===== src/rtl/fp_reduce_seq.sv =====
`default_nettype none
// ============================================================================
// Module   : fp_reduce_seq
// Purpose  : Sequential fp32 reduction sequencer. Accepts a stream of
//            single-precision elements over a valid/ready handshake and keeps
//            a running accumulator. Each accepted element is combined with the
//            accumulator by an external combinational fp_addsub instance,
//            whose result is registered. After the element flagged with
//            in_last, the reduced scalar, an element count and a NaN flag are
//            presented on an output valid/ready handshake.
// Ports    : clk, reset (sync, active-high), clear (sync abort)
//            in_valid/in_ready/in_data/in_sub/in_last  - element stream
//            add_a/add_b/add_sub -> fp_addsub inputs, add_y <- fp_addsub.y
//            out_valid/out_ready/out_data/out_count/out_nan - result
// Revision : 1.0 - initial release
// ============================================================================
module fp_reduce_seq #(
  parameter int CNT_W = 16
) (
  input  logic             clk,
  input  logic             reset,
  input  logic             clear,
  input  logic             in_valid,
  output logic             in_ready,
  input  logic [31:0]      in_data,
  input  logic             in_sub,
  input  logic             in_last,
  output logic [31:0]      add_a,
  output logic [31:0]      add_b,
  output logic             add_sub,
  input  logic [31:0]      add_y,
  output logic             out_valid,
  input  logic             out_ready,
  output logic [31:0]      out_data,
  output logic [CNT_W-1:0] out_count,
  output logic             out_nan
);

  typedef enum logic [1:0] {
    ST_IDLE = 2'd0,
    ST_ACC  = 2'd1,
    ST_DONE = 2'd2
  } state_t;

  localparam logic [CNT_W-1:0] c_CNT_ONE = {{(CNT_W-1){1'b0}}, 1'b1};

  state_t           r_state;
  logic [31:0]      r_acc;
  logic [CNT_W-1:0] r_count;
  logic             r_nan;
  logic             r_out_valid;

  logic             w_accept;
  logic             w_in_nan;
  logic [CNT_W-1:0] w_count_inc;
  logic [31:0]      w_first_val;

  // Ready is gated by reset directly so nothing is accepted in a reset cycle.
  assign in_ready    = (r_state != ST_DONE) && !reset;
  assign w_accept    = in_valid && in_ready;
  assign w_in_nan    = (&in_data[30:23]) && (|in_data[22:0]);
  assign w_count_inc = (&r_count) ? r_count : (r_count + c_CNT_ONE);
  // The first element bypasses the adder; subtraction is a sign flip.
  assign w_first_val = in_sub ? {~in_data[31], in_data[30:0]} : in_data;

  assign add_a     = r_acc;
  assign add_b     = in_data;
  assign add_sub   = in_sub;

  assign out_valid = r_out_valid;
  assign out_data  = r_acc;
  assign out_count = r_count;
  assign out_nan   = r_nan;

  always_ff @(posedge clk) begin
    if (reset || clear) begin
      // Any element offered in this cycle is dropped, not counted.
      r_state     <= ST_IDLE;
      r_acc       <= 32'h0;
      r_count     <= '0;
      r_nan       <= 1'b0;
      r_out_valid <= 1'b0;
    end else begin
      case (r_state)
        ST_IDLE: begin
          if (w_accept) begin
            r_acc       <= w_first_val;
            r_count     <= c_CNT_ONE;
            r_nan       <= w_in_nan;
            r_state     <= in_last ? ST_DONE : ST_ACC;
            r_out_valid <= in_last;
          end
        end
        ST_ACC: begin
          if (w_accept) begin
            r_acc       <= add_y;
            r_count     <= w_count_inc;
            r_nan       <= r_nan | w_in_nan;
            r_state     <= in_last ? ST_DONE : ST_ACC;
            r_out_valid <= in_last;
          end
        end
        ST_DONE: begin
          if (out_ready) begin
            r_state     <= ST_IDLE;
            r_acc       <= 32'h0;
            r_count     <= '0;
            r_nan       <= 1'b0;
            r_out_valid <= 1'b0;
          end
        end
        default: begin
          r_state     <= ST_IDLE;
          r_acc       <= 32'h0;
          r_count     <= '0;
          r_nan       <= 1'b0;
          r_out_valid <= 1'b0;
        end
      endcase
    end
  end

endmodule
`default_nettype wire


===== config.mk =====
export PLATFORM = sky130hd
export DESIGN_NAME = fp_reduce_seq
export DESIGN_NICKNAME = d
export VERILOG_FILES = /design/src/rtl/fp_reduce_seq.sv
export SDC_FILE = /design/constraint.sdc
export NUM_CORES = 1
export LEC_CHECK = 0
export CELL_PAD_IN_SITES_DETAIL_PLACEMENT = 1
export CELL_PAD_IN_SITES_GLOBAL_PLACEMENT = 2
export CORE_UTILIZATION = 19
export DETAILED_ROUTE_END_ITERATION = 12
export PLACE_DENSITY = 0.82
export SKIP_CTS_REPAIR_TIMING = 1
export SLEW_MARGIN = 40
export SYNTH_ARGS = -nofsm -noshare
export SYNTH_HDL_FRONTEND = slang
export SYNTH_SLANG_ARGS = --single-unit

===== constraint.sdc =====
create_clock -name clk -period 2.3 [get_ports clk]
set_clock_uncertainty 0.1 [all_clocks]
set_input_delay 0.23 -clock clk [delete_from_list [all_inputs] [get_ports clk]]
set_output_delay 0.23 -clock clk [all_outputs]
set_load 0.02 [all_outputs]

==> impl_metrics.ini, run 1 <==
; physical design summary
[finish]
nonClkBufAreaFrac = 0.4109
n_all_buffers = 201
nMultiInputCombCells = 227

[sta]
final.min_clock_period_ps = 2036
final-hold-violation-count = 0

[place]
place_ws_ps = -30.07
portBuffers = 186

[logic_synthesis]
synth.most_common_cell = buf_4
synth_area_per_cell_um2 = 8.082
adder_share = 0.004207

[power_and_ir_drop]
p_seq_mw = 0.913
p_comb_frac = 0.223
seqPwrFrac = 0.416
power.share.clock = 0.361

[routing]
firstDrtPassIters = 4

[die]
rows = 45
tap-cell-count = 211

[setup_path]
cp_cell_sequence = clkdlybuf4s50_1 -> or3b_1 -> a211o_1 -> a211o_1 -> or3_1 -> a21oi_1
r2r-end = out_count[12]

[cts]
root_buffer = clkbuf_16

[min_path]
whs_path_depth = 2

[run_status]
status = completed

[grt]
grt_pass1_vias = 3153
Run 1, pin map:
Drawn at 2 px/µm. Pins as bars across the die edge, other pins in gray.
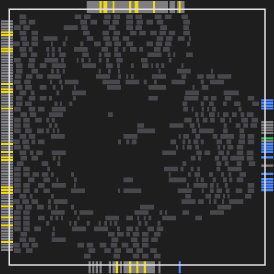
color	port	pins	direction	edge
green	`out_ready`	1	input	east
yellow	`in_data`	32	input	19 west, 9 north, 4 south
blue	`out_count`	16	output	15 east, 1 south
all pins by edge	85 west, 51 north, 28 south, 23 east

Run 1, track usage over the die:
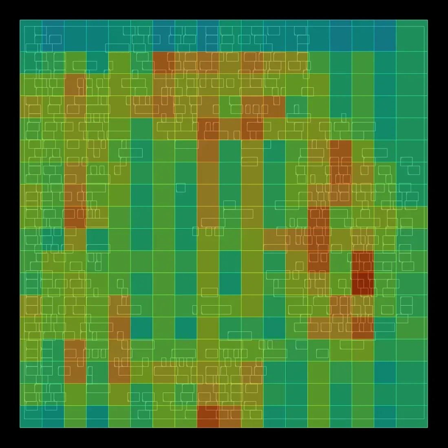
grt met2 use: 0.2398
GR Util met3: 0.02722
wire length per cell: 15.31 µm
GRT busiest layer: met2

Run 1, where the registers sit:
Drawn at 2 px/µm. Other sequential cells in the stronger gray, the rest of the logic in the fainter gray.
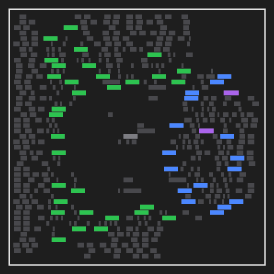
color	netlist name	placed flops
purple	`r_state`	2
green	`add_a`	32
blue	`out_count`	16
not colored	1

Run 1, wires at chosen ports, followed through buffers:
Drawn at 3 px/µm.
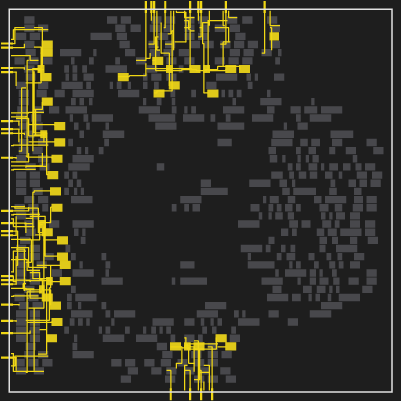
color	port	direction	edge	end cells	buffers	wire
yellow	`in_data`	input	19 west, 9 north, 4 south	40	64	1,480 µm

==> run 1 -> run 2 <==
- CTS_CLUSTER_DIAMETER: default -> 100
Run 2, track usage over the die:
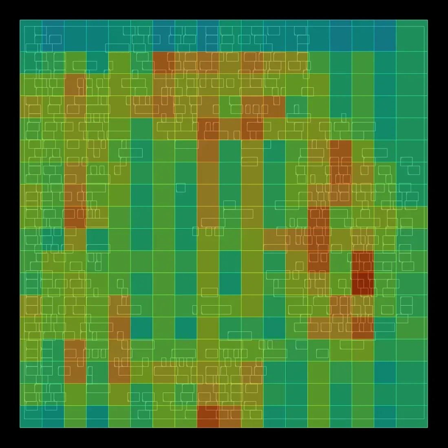
GR Util All Layers: 0.1313
met1 Usage GRT: 0.1578
Post-Route Utilization: 0.3149

Run 2, where the registers sit:
Drawn at 2 px/µm. Other sequential cells in the stronger gray, the rest of the logic in the fainter gray.
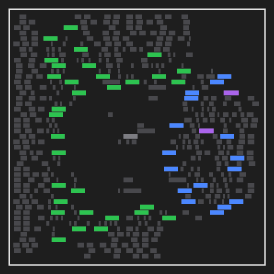
Seq area share: 0.2130
Flop area: 1023 µm²
Flop+latch power: 0.913 mW

==> run 2 against run 1 <==
  * Synthesized cell count stayed put
  * Clock-buffer cell count is the same
  * Critical endpoint unchanged
  * Highest routed layer unchanged
  * Maximum frequency stayed put
  * Hold slack did not move
  * Critical path depth unchanged
  * Die area is the same
==> impl_metrics.ini, run 2 <==
; physical design summary
[routing]
first_iter_violations = 111
met3_length_um = 651
top_layer = met4
drt-met1-wl_mm = 4.635
drt-wirelength-per-cell_um = 15.31
firstDrtPassIters = 4

[finish]
n_all_buffers = 201
nonClkBufAreaFrac = 0.4109
layout-drive-gt1-share = 0.05510
num-nets-final = 561
nMultiInputCombCells = 227
final_common_cell = clkdlybuf4s50_1
diodes = 0

[setup_path]
cp_cell_sequence = clkdlybuf4s50_1 -> or3b_1 -> a211o_1 -> a211o_1 -> or3_1 -> a21oi_1
cpPeakStageDelay_ps = 480
r2r-end = out_count[12]

[logic_synthesis]
synth.most_common_cell = buf_4
synth_flops = 51
yosys_most_used_dff = dfxtp_1
adder_share = 0.004207
fp_nets = 440
synth_area_per_cell_um2 = 8.082
netlist_top_cells_count = 65 x buf_4, 51 x dfxtp_1, 48 x nor2_1, 42 x a21oi_1, 36 x nor3_1

[sta]
final.min_clock_period_ps = 2036
setup_slack_ps = 263.7

[cts]
clkLatencyLatePin_ps = 290
root_buffer = clkbuf_16

[grt]
grt_most_used_layer = met2
grt_pass1_vias = 3153
grt_use_met2 = 0.2398
use_met3 = 0.02722

[power_and_ir_drop]
p_comb_frac = 0.223
power.share.clock = 0.361
seqPwrFrac = 0.416
internal_power_mw = 1.620

[die]
tap-cell-count = 211
rows = 45

[place]
place_ws_ps = -30.07

[min_path]
whs_path_depth = 2

[run_status]
status = completed
Run 2, pin map:
Drawn at 2 px/µm. Pins as bars across the die edge, other pins in gray.
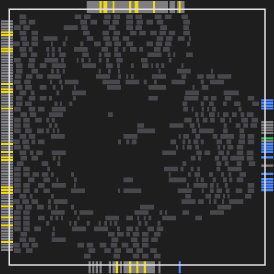
color	port	pins	direction	edge
green	`out_ready`	1	input	east
blue	`out_count`	16	output	15 east, 1 south
yellow	`in_data`	32	input	19 west, 9 north, 4 south
die height: 127.1 µm
IO buf count: 186

==> run 2 -> run 3 <==
- CORE_ASPECT_RATIO: default -> 1.2
- CTS_CLUSTER_DIAMETER: 100 -> default
Run 3, where the registers sit:
Drawn at 2 px/µm. Other sequential cells in the stronger gray, the rest of the logic in the fainter gray.
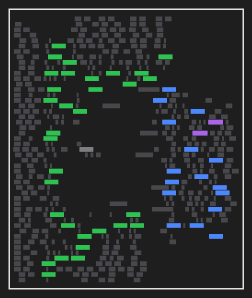
Post-Route Utilization: 0.3188
Seq area share: 0.2120

Run 3, wiring by layer:
Drawn at 3 px/µm.
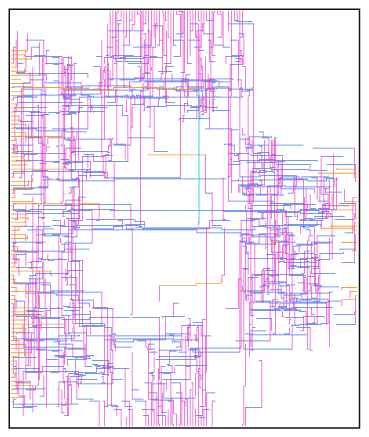
color	layer	wire length
magenta	M2	5,750 µm
cyan	M4	44.2 µm
orange	M3	572 µm
blue	M1	4,250 µm
wire length per cell: 15.29 µm
Routed Wire Length: 10.61 mm
via count: 2,994
GR Util All Layers: 0.1326

==> run 3 against run 2 <==
  * First-iteration DRC count shrank 49%
  * Via count fell by 2.5%
  * Clock-buffer cell count decreased by 2
  * Global-route usage up 0.13 points
  * Final area rose by 0.49%
  * Die area hardly changed
  * Non-clock buffer count stayed put
  * Utilization rose by 0.40 points
  * Sequential power hardly changed
  * Maximum frequency down 0.78%
  * Combinational power about the same
  * Largest power group is now clock
  * Highest routed layer unchanged
==> impl_metrics.ini, run 3 <==
; physical design summary
[grt]
grt_most_used_layer = met2
grtUsageMet1 = 0.1461
use_met3 = 0.03234

[routing]
first_iter_violations = 57
drt-met1-wl_mm = 4.249
met3_length_um = 571
top_layer = met4
firstDrtPassIters = 4

[finish]
nonClkBufAreaFrac = 0.4089
diodes = 0
num-nets-final = 561
final_common_cell = clkdlybuf4s50_1
nMultiInputCombCells = 227

[run_status]
status = completed

[logic_synthesis]
yosys_most_used_dff = dfxtp_1
netlist_top_cells_count = 65 x buf_4, 51 x dfxtp_1, 48 x nor2_1, 42 x a21oi_1, 36 x nor3_1
synth_flops = 51
adder_share = 0.004207
synth_area_per_cell_um2 = 8.082
synth.most_common_cell = buf_4

[die]
tap-cell-count = 204
die_height_um = 139.1
rows = 49

[place]
place_ws_ps = -14.49

[power_and_ir_drop]
seqPwrFrac = 0.389
internal_power_mw = 1.781
p_comb_frac = 0.208
p_seq_mw = 0.913
power.share.clock = 0.403

[setup_path]
r2r-end = out_count[15]
cp_cell_sequence = clkdlybuf4s50_1 -> or3b_1 -> a211o_1 -> a211o_1 -> or3_1 -> a21oi_1

[sta]
final.min_clock_period_ps = 2052
setup_slack_ps = 247.7

[cts]
root_buffer = clkbuf_16

[min_path]
whs_path_depth = 2
Run 3, wires at chosen ports, followed through buffers:
Drawn at 3 px/µm.
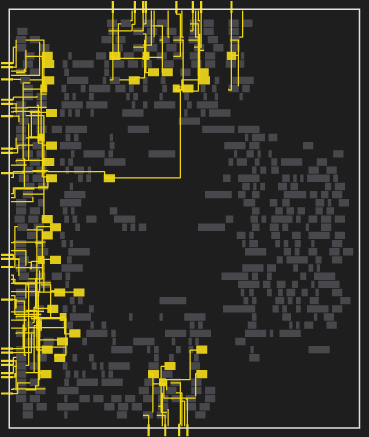
num ports: 187

Power figures rest on the tool's default switching activity, not on a simulated workload.
